===== config.mk =====
export PLATFORM = sky130hd
export DESIGN_NAME = dpwm_hybrid_dt
export DESIGN_NICKNAME = d
export VERILOG_FILES = /design/src/rtl/dpwm_pkg.sv /design/src/rtl/dpwm_deadtime_gen.sv /design/src/rtl/dpwm_hybrid_dt.sv
export SDC_FILE = /design/constraint.sdc
export NUM_CORES = 1
export LEC_CHECK = 0
export CAP_MARGIN = 30
export CELL_PAD_IN_SITES_DETAIL_PLACEMENT = 2
export CELL_PAD_IN_SITES_GLOBAL_PLACEMENT = 2
export CORE_MARGIN = 2
export CORE_UTILIZATION = 37
export CTS_CLUSTER_SIZE = 28
export DETAILED_ROUTE_END_ITERATION = 12
export PLACE_DENSITY = 0.91
export SYNTH_ARGS = -nofsm -noshare
export SYNTH_HDL_FRONTEND = slang
export SYNTH_SLANG_ARGS = --single-unit

===== constraint.sdc =====
create_clock -name clk -period 4.8 [get_ports clk]
set_input_delay 0.96 -clock clk [delete_from_list [all_inputs] [get_ports clk]]
set_output_delay 0.96 -clock clk [all_outputs]
set_load 0.02 [all_outputs]

===== src/rtl/dpwm_pkg.sv =====
// Shared types and helpers for the hybrid DPWM: dead-time FSM encoding, bit reversal, default sizing.
package dpwm_pkg;

  localparam int CNT_W_DEF    = 6;
  localparam int DITHER_W_DEF = 3;
  localparam int DT_W_DEF     = 4;
  localparam int PERIOD       = 2**CNT_W_DEF;
  localparam int DUTY_W       = CNT_W_DEF + DITHER_W_DEF;
  localparam int BITREV_MAX   = 16;

  typedef enum logic [1:0] {
    ST_OFF = 2'd0,
    ST_HI  = 2'd1,
    ST_LO  = 2'd2,
    ST_DT  = 2'd3
  } dt_state_t;

  // Reverses the low w bits of v; bits at and above w come back as zero.
  function automatic logic [BITREV_MAX-1:0] bitrev(input logic [BITREV_MAX-1:0] v, input int w);
    logic [BITREV_MAX-1:0] r;
    r = '0;
    for (int i = 0; i < BITREV_MAX; i++) begin
      if (i < w) r = {r[BITREV_MAX-2:0], v[i]};
    end
    return r;
  endfunction

endpackage


===== src/rtl/dpwm_deadtime_gen.sv =====
// Dead-time generator: turns the raw PWM level into non-overlapping high/low-side gate drives.
//   state | meaning
//   OFF   | disabled, both gates low
//   HI    | high-side gate on
//   LO    | low-side gate on
//   DT    | both low, dt_cnt holds remaining dead cycles including the current one
module dpwm_deadtime_gen
  import dpwm_pkg::*;
#(
  parameter int DT_W = DT_W_DEF
) (
  input  logic            clk,
  input  logic            rst,
  input  logic            raw,
  input  logic [DT_W-1:0] dt_shadow,
  input  logic            en,
  output logic            duty_high,
  output logic            duty_low
);

  dt_state_t       state;
  logic            tgt;
  logic [DT_W-1:0] dt_cnt;

  always_ff @(posedge clk or negedge rst) begin
    if (!rst) begin
      state     <= ST_OFF;
      tgt       <= 1'b0;
      dt_cnt    <= '0;
      duty_high <= 1'b0;
      duty_low  <= 1'b0;
    end else if (!en) begin
      state     <= ST_OFF;
      duty_high <= 1'b0;
      duty_low  <= 1'b0;
    end else if (state == ST_OFF || (state == ST_HI && !raw) ||
                 (state == ST_LO && raw) || (state == ST_DT && raw != tgt)) begin
      // Any new raw level (or start-up) restarts the full dead time; dt=0 switches directly.
      tgt <= raw;
      if (dt_shadow == '0) begin
        state     <= raw ? ST_HI : ST_LO;
        duty_high <= raw;
        duty_low  <= !raw;
      end else begin
        state     <= ST_DT;
        dt_cnt    <= dt_shadow;
        duty_high <= 1'b0;
        duty_low  <= 1'b0;
      end
    end else if (state == ST_DT) begin
      if (dt_cnt <= DT_W'(1)) begin
        state     <= tgt ? ST_HI : ST_LO;
        duty_high <= tgt;
        duty_low  <= !tgt;
      end else begin
        dt_cnt <= dt_cnt - 1'b1;
      end
    end
  end

endmodule


===== src/rtl/dpwm_hybrid_dt.sv =====
// Hybrid DPWM top: coarse period counter, per-period bit-reversed dither, shadowed duty/dead-time.
// Optional fault latch and fault port are built when DPWM_FAULT_EN is defined.
module dpwm_hybrid_dt
  import dpwm_pkg::*;
#(
  parameter int CNT_W    = CNT_W_DEF,
  parameter int DITHER_W = DITHER_W_DEF,
  parameter int DT_W     = DT_W_DEF
) (
  input  logic                      clk,
  input  logic                      rst,
  input  logic                      en,
  input  logic [CNT_W+DITHER_W-1:0] duty_in,
  input  logic [DT_W-1:0]           dt_in,
`ifdef DPWM_FAULT_EN
  input  logic                      fault,
`endif
  output logic                      duty_high,
  output logic                      duty_low,
  output logic                      period_start
);

  localparam int DW = CNT_W + DITHER_W;
  localparam logic [CNT_W-1:0] CNT_MAX = '1;
  localparam logic [CNT_W:0]   EFF_MAX = (CNT_W+1)'(2**CNT_W);

  logic [CNT_W-1:0]    cnt;
  logic [DITHER_W-1:0] frame_idx;
  logic [DITHER_W-1:0] frame_rev;
  logic [DW-1:0]       duty_sh;
  logic [DW-1:0]       duty_cur;
  logic [DT_W-1:0]     dt_sh;
  logic [DT_W-1:0]     dt_cur;
  logic                en_q;
  logic                en_rise;
  logic                wrap;
  logic                inc;
  logic [CNT_W:0]      eff_sum;
  logic [CNT_W:0]      eff;
  logic                raw;
  logic                run;

  assign en_rise = en && !en_q;
  assign wrap    = en && (cnt == CNT_MAX);

  // The en-rise cycle already runs period 0, so it uses the command ports directly.
  assign duty_cur = en_rise ? duty_in : duty_sh;
  assign dt_cur   = en_rise ? dt_in   : dt_sh;

  assign frame_rev = DITHER_W'(bitrev(BITREV_MAX'(frame_idx), DITHER_W));
  assign inc       = duty_cur[DITHER_W-1:0] > frame_rev;
  assign eff_sum   = {1'b0, duty_cur[DW-1:DITHER_W]} + (CNT_W+1)'(inc);
  assign eff       = (eff_sum > EFF_MAX) ? EFF_MAX : eff_sum;
  assign raw       = {1'b0, cnt} < eff;

  assign period_start = en && (cnt == '0);

  always_ff @(posedge clk or negedge rst) begin
    if (!rst) begin
      cnt       <= '0;
      frame_idx <= '0;
      duty_sh   <= '0;
      dt_sh     <= '0;
      en_q      <= 1'b0;
    end else if (!en) begin
      cnt       <= '0;
      frame_idx <= '0;
      en_q      <= 1'b0;
    end else begin
      en_q <= 1'b1;
      cnt  <= cnt + 1'b1;
      if (wrap) frame_idx <= frame_idx + 1'b1;
      if (wrap || en_rise) begin
        duty_sh <= duty_in;
        dt_sh   <= dt_in;
      end
    end
  end

`ifdef DPWM_FAULT_EN
  logic fault_lat;

  // Latched fault only clears on a period wrap, so restart is period-aligned.
  always_ff @(posedge clk or negedge rst) begin
    if (!rst)        fault_lat <= 1'b0;
    else if (fault)  fault_lat <= 1'b1;
    else if (wrap)   fault_lat <= 1'b0;
  end

  assign run = en && !fault && !fault_lat;
`else
  assign run = en;
`endif

  dpwm_deadtime_gen #(
    .DT_W (DT_W)
  ) u_deadtime (
    .clk       (clk),
    .rst       (rst),
    .raw       (raw),
    .dt_shadow (dt_cur),
    .en        (run),
    .duty_high (duty_high),
    .duty_low  (duty_low)
  );

endmodule


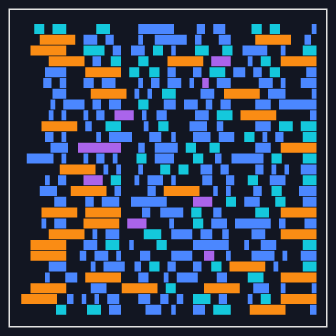
*Placement by cell class, run 1*
legend:
  purple:
    class: clock drivers and dummy loads
    cells: 8
    share_of_their_area: 3.9%
  blue:
    class: all other logic
    cells: 178
    share_of_their_area: 51%
  cyan:
    class: other buffers and delay cells
    cells: 57
    share_of_their_area: 18%
  orange:
    class: flip-flops
    cells: 32
    share_of_their_area: 28%

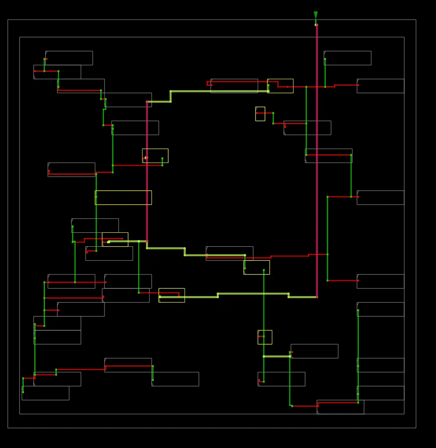
*Clock routing, run 1*
clk_lat worst skew: 0.31 ns
Clock net power: 0.000276 W
clock buffers: 5

==> impl_metrics.toml, run 1 <==
# synthesis and place-and-route metrics
[placement]
place_hpwl_um = 4940
placed_cells = 323
place_congestion = 0.824

[logic_synthesis]
ys_ff = 32
ys_types = 47
topCombFamilyByArea = "simple AND/OR/NAND/NOR gates"
postSynthSeqShare_pct = 37.9

[outcome]
violations = "negative setup slack"
status = "complete, but fails checks"

[final_layout]
fill_cells = 530
top_register = "duty_sh"
drive_gt1_share_pct = 35.3

[grt]
grt_usage_pct = 30.2
grt-busiest-layer = "met2"

[sta]
fin_setup_tns_ns = -0.174
setup_viol = 4
setup_slack_ns = -0.0751

[cts]
clkSinkCount = 32

[power_and_ir_drop]
largestPowerGroup = "combinational cells"

[worst_setup_path]
reg2regPathDepth = 22
worst_ep_required_time_ns = 4.97

[die]
dieArea_um2 = 6330
rows = 27

[drt]
remaining_drc_errors = 0
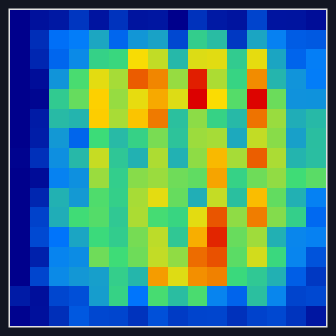
*Wiring heat map, run 1*
The die is cut into 16 by 16 equal tiles; dark blue is low, red is high, scaled to the fullest tile. Values are wire area over tile area, all layers added.
fullest tile: 0.68
emptiest ninth of the die: lower left
mean over tiles: 0.27
nearly empty tiles: 6.6%

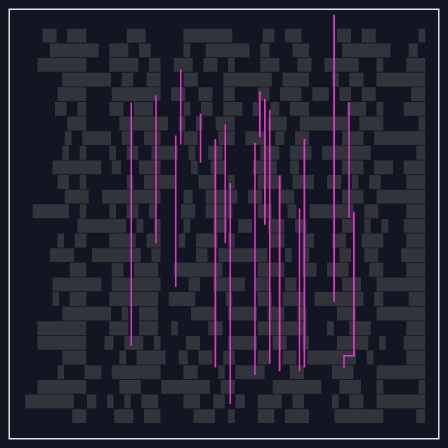
*M4 wires, run 1*
Cells faint in the background.
share of all routed wire: 5.3%
wire length on this layer: 561 um
longest straight run: 53.0 um

### Clock network drawn from the DEF, run 1

Scale bar: 20 um.
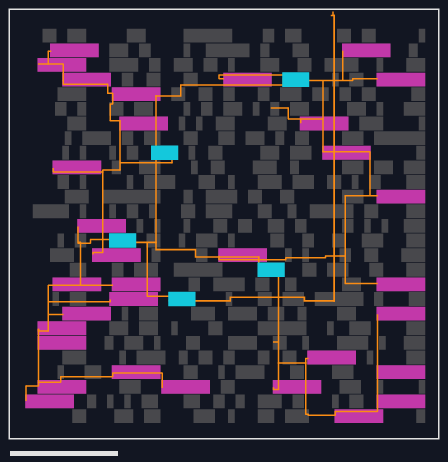

==> run 2: changes to the inputs <==
--- a/config.mk
+++ b/config.mk
@@ -12,6 +12,7 @@
 export CORE_UTILIZATION = 37
 export CTS_CLUSTER_SIZE = 28
 export DETAILED_ROUTE_END_ITERATION = 12
+export GPL_TIMING_DRIVEN = 0
 export PLACE_DENSITY = 0.91
 export SYNTH_ARGS = -nofsm -noshare
 export SYNTH_HDL_FRONTEND = slang
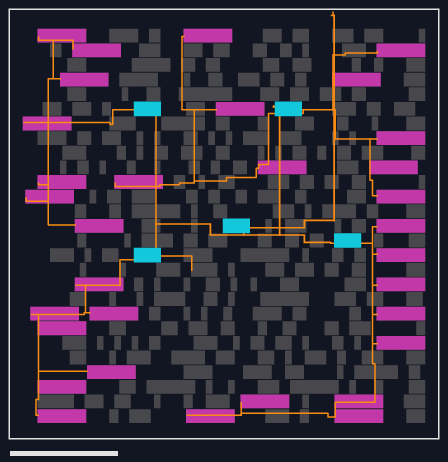
*Clock network drawn from the DEF, run 2*
Scale bar: 20 um.
legend:
  cyan:
    item: cells driving clock nets
    count: 5
  magenta:
    item: flip-flops
    count: 32
  orange:
    item: clock wires
    length: 538 um
flops lie: all over the die
routed clock nets: 6

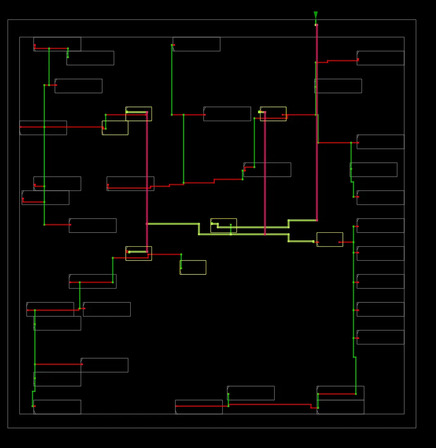
*Clock routing, run 2*
Clock Skews: 0.0151 ns
clk sink count: 32
Flops: 32
clk_lat worst skew: 0.30 ns
clock buffers: 7

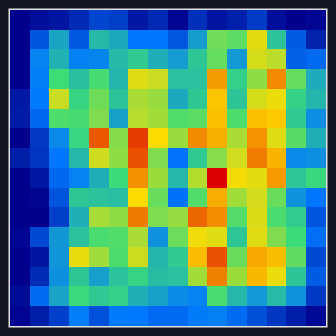
*Wiring heat map, run 2*
The die is cut into 16 by 16 equal tiles; dark blue is low, red is high, scaled to the fullest tile. Values are wire area over tile area, all layers added.
densest ninth of the die: centre
mean over tiles: 0.26
tiles over half the peak: 39%
fullest tile: 0.62
nearly empty tiles: 7.0%

==> impl_metrics.toml, run 2 <==
# synthesis and place-and-route metrics
[logic_synthesis]
postSynthSeqShare_pct = 37.9
synthTopCellsByCount = "dfrtp_1, nand2_1, ha_1, nor2_1, mux2_2"
ys.flop_type = "dfrtp_1"
ys_sh_aoi_pct = 12.7
edf_count = 0
topCombFamilyByArea = "simple AND/OR/NAND/NOR gates"
ys_types = 47
ys_ff = 32

[placement]
place_congestion = 0.755
placed_cells = 306
place_hpwl_um = 4790

[grt]
grt_usage_pct = 27.8
grt-busiest-layer = "met2"
grt_pass1_wl_um = 13000
grt_overflow = 0

[drt]
remaining_drc_errors = 0
routed_wl_um = 10400
drt_iter0_markers = 90

[hold_path]
worstHoldPathType = "flop to flop"
min_from = "duty_sh[1]"
min_path_cells = 1

[final_layout]
n_antenna_cell = 0
inv_count = 11
drive_gt1_share_pct = 35.7
syn2layout_area_growth_pct = 39.8
fill_cells = 540
largest_register_ffs = 9
top_register = "duty_sh"

[die]
dieArea_um2 = 6330
core_area_um2 = 5510
rows = 27

[sta]
setup_slack_ns = -0.255
setup_viol = 7
holdWs_ns = 0.553
fin_setup_tns_ns = -1.01

[worst_setup_path]
worst_ep_required_time_ns = 5.02
reg2regPathDepth = 23
cp.depth = 24
crit_type = "input pin to flop"
critPathLaunchType = "input pin"

[job]
maxCapViolCount = 0

[outcome]
status = "complete, but fails checks"
violations = "negative setup slack"

[power_and_ir_drop]
p_leak_nw = 1.35
total_power_w = 0.00108
clk-power_w = 0.000236
largestPowerGroup = "combinational cells"
powerDensity_nw_per_um2 = 364

[cts]
cts_max_path_buffers = 2
==> run 3: changes to the inputs <==
--- a/config.mk
+++ b/config.mk
@@ -5,6 +5,7 @@
 export SDC_FILE = /design/constraint.sdc
 export NUM_CORES = 1
 export LEC_CHECK = 0
+export ABC_CLOCK_PERIOD_IN_PS = 4800
 export CAP_MARGIN = 30
 export CELL_PAD_IN_SITES_DETAIL_PLACEMENT = 2
 export CELL_PAD_IN_SITES_GLOBAL_PLACEMENT = 2
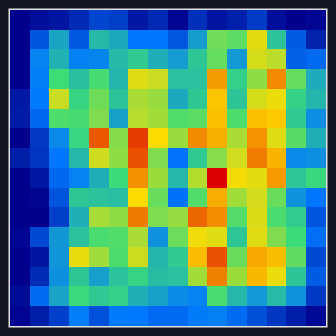
*Wiring heat map, run 3*
The die is cut into 16 by 16 equal tiles; dark blue is low, red is high, scaled to the fullest tile. Values are wire area over tile area, all layers added.
fullest tile: 0.62
tiles over half the peak: 39%
densest ninth of the die: centre
mean over tiles: 0.26
nearly empty tiles: 7.0%

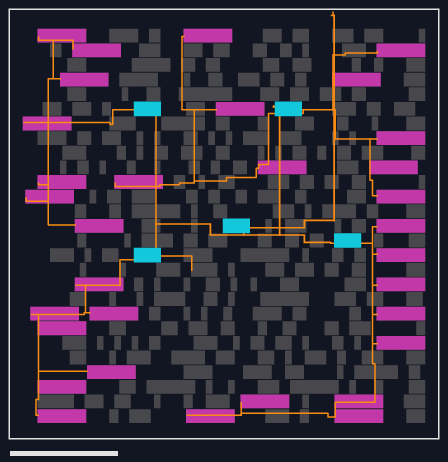
*Clock network drawn from the DEF, run 3*
Scale bar: 20 um.
legend:
  cyan:
    item: cells driving clock nets
    count: 5
  orange:
    item: clock wires
    length: 538 um
  magenta:
    item: flip-flops
    count: 32
flops lie: all over the die
routed clock nets: 6

==> impl_metrics.toml, run 3 <==
# synthesis and place-and-route metrics
[outcome]
status = "complete, but fails checks"
violations = "negative setup slack"

[final_layout]
fill_cells = 540
clkbuf_count = 7
top_register = "duty_sh"
syn2layout_area_growth_pct = 39.8
inv_count = 11

[sta]
finClkSkew_ns = 0.0151
holdWs_ns = 0.553
setup_slack_ns = -0.255
setup_viol = 7

[logic_synthesis]
edf_count = 0
ys.flop_type = "dfrtp_1"
postSynthSeqShare_pct = 37.9
topCombFamilyByArea = "simple AND/OR/NAND/NOR gates"

[worst_setup_path]
critPathLaunchType = "input pin"
crit_type = "input pin to flop"
reg2regPathDepth = 23
cp.depth = 24

[grt]
grt_usage_pct = 27.8
grt-busiest-layer = "met2"
grt_pass1_wl_um = 13000

[power_and_ir_drop]
powerDensity_nw_per_um2 = 364
largestPowerGroup = "combinational cells"
p_leak_nw = 1.35

[die]
core_area_um2 = 5510
dieArea_um2 = 6330

[cts]
clkSinkCount = 32

[drt]
remaining_drc_errors = 0

[hold_path]
worstHoldPathType = "flop to flop"
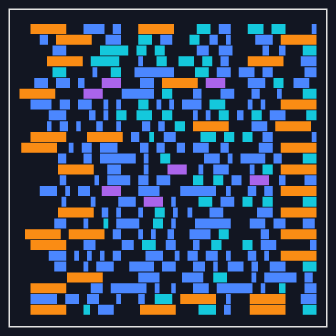
*Placement by cell class, run 3*
legend:
  blue:
    class: all other logic
    cells: 178
    share_of_their_area: 52%
  orange:
    class: flip-flops
    cells: 32
    share_of_their_area: 28%
  cyan:
    class: other buffers and delay cells
    cells: 55
    share_of_their_area: 17%
  purple:
    class: clock drivers and dummy loads
    cells: 7
    share_of_their_area: 3.4%

No activity file was given, so power comes from the tool's default toggle rates.
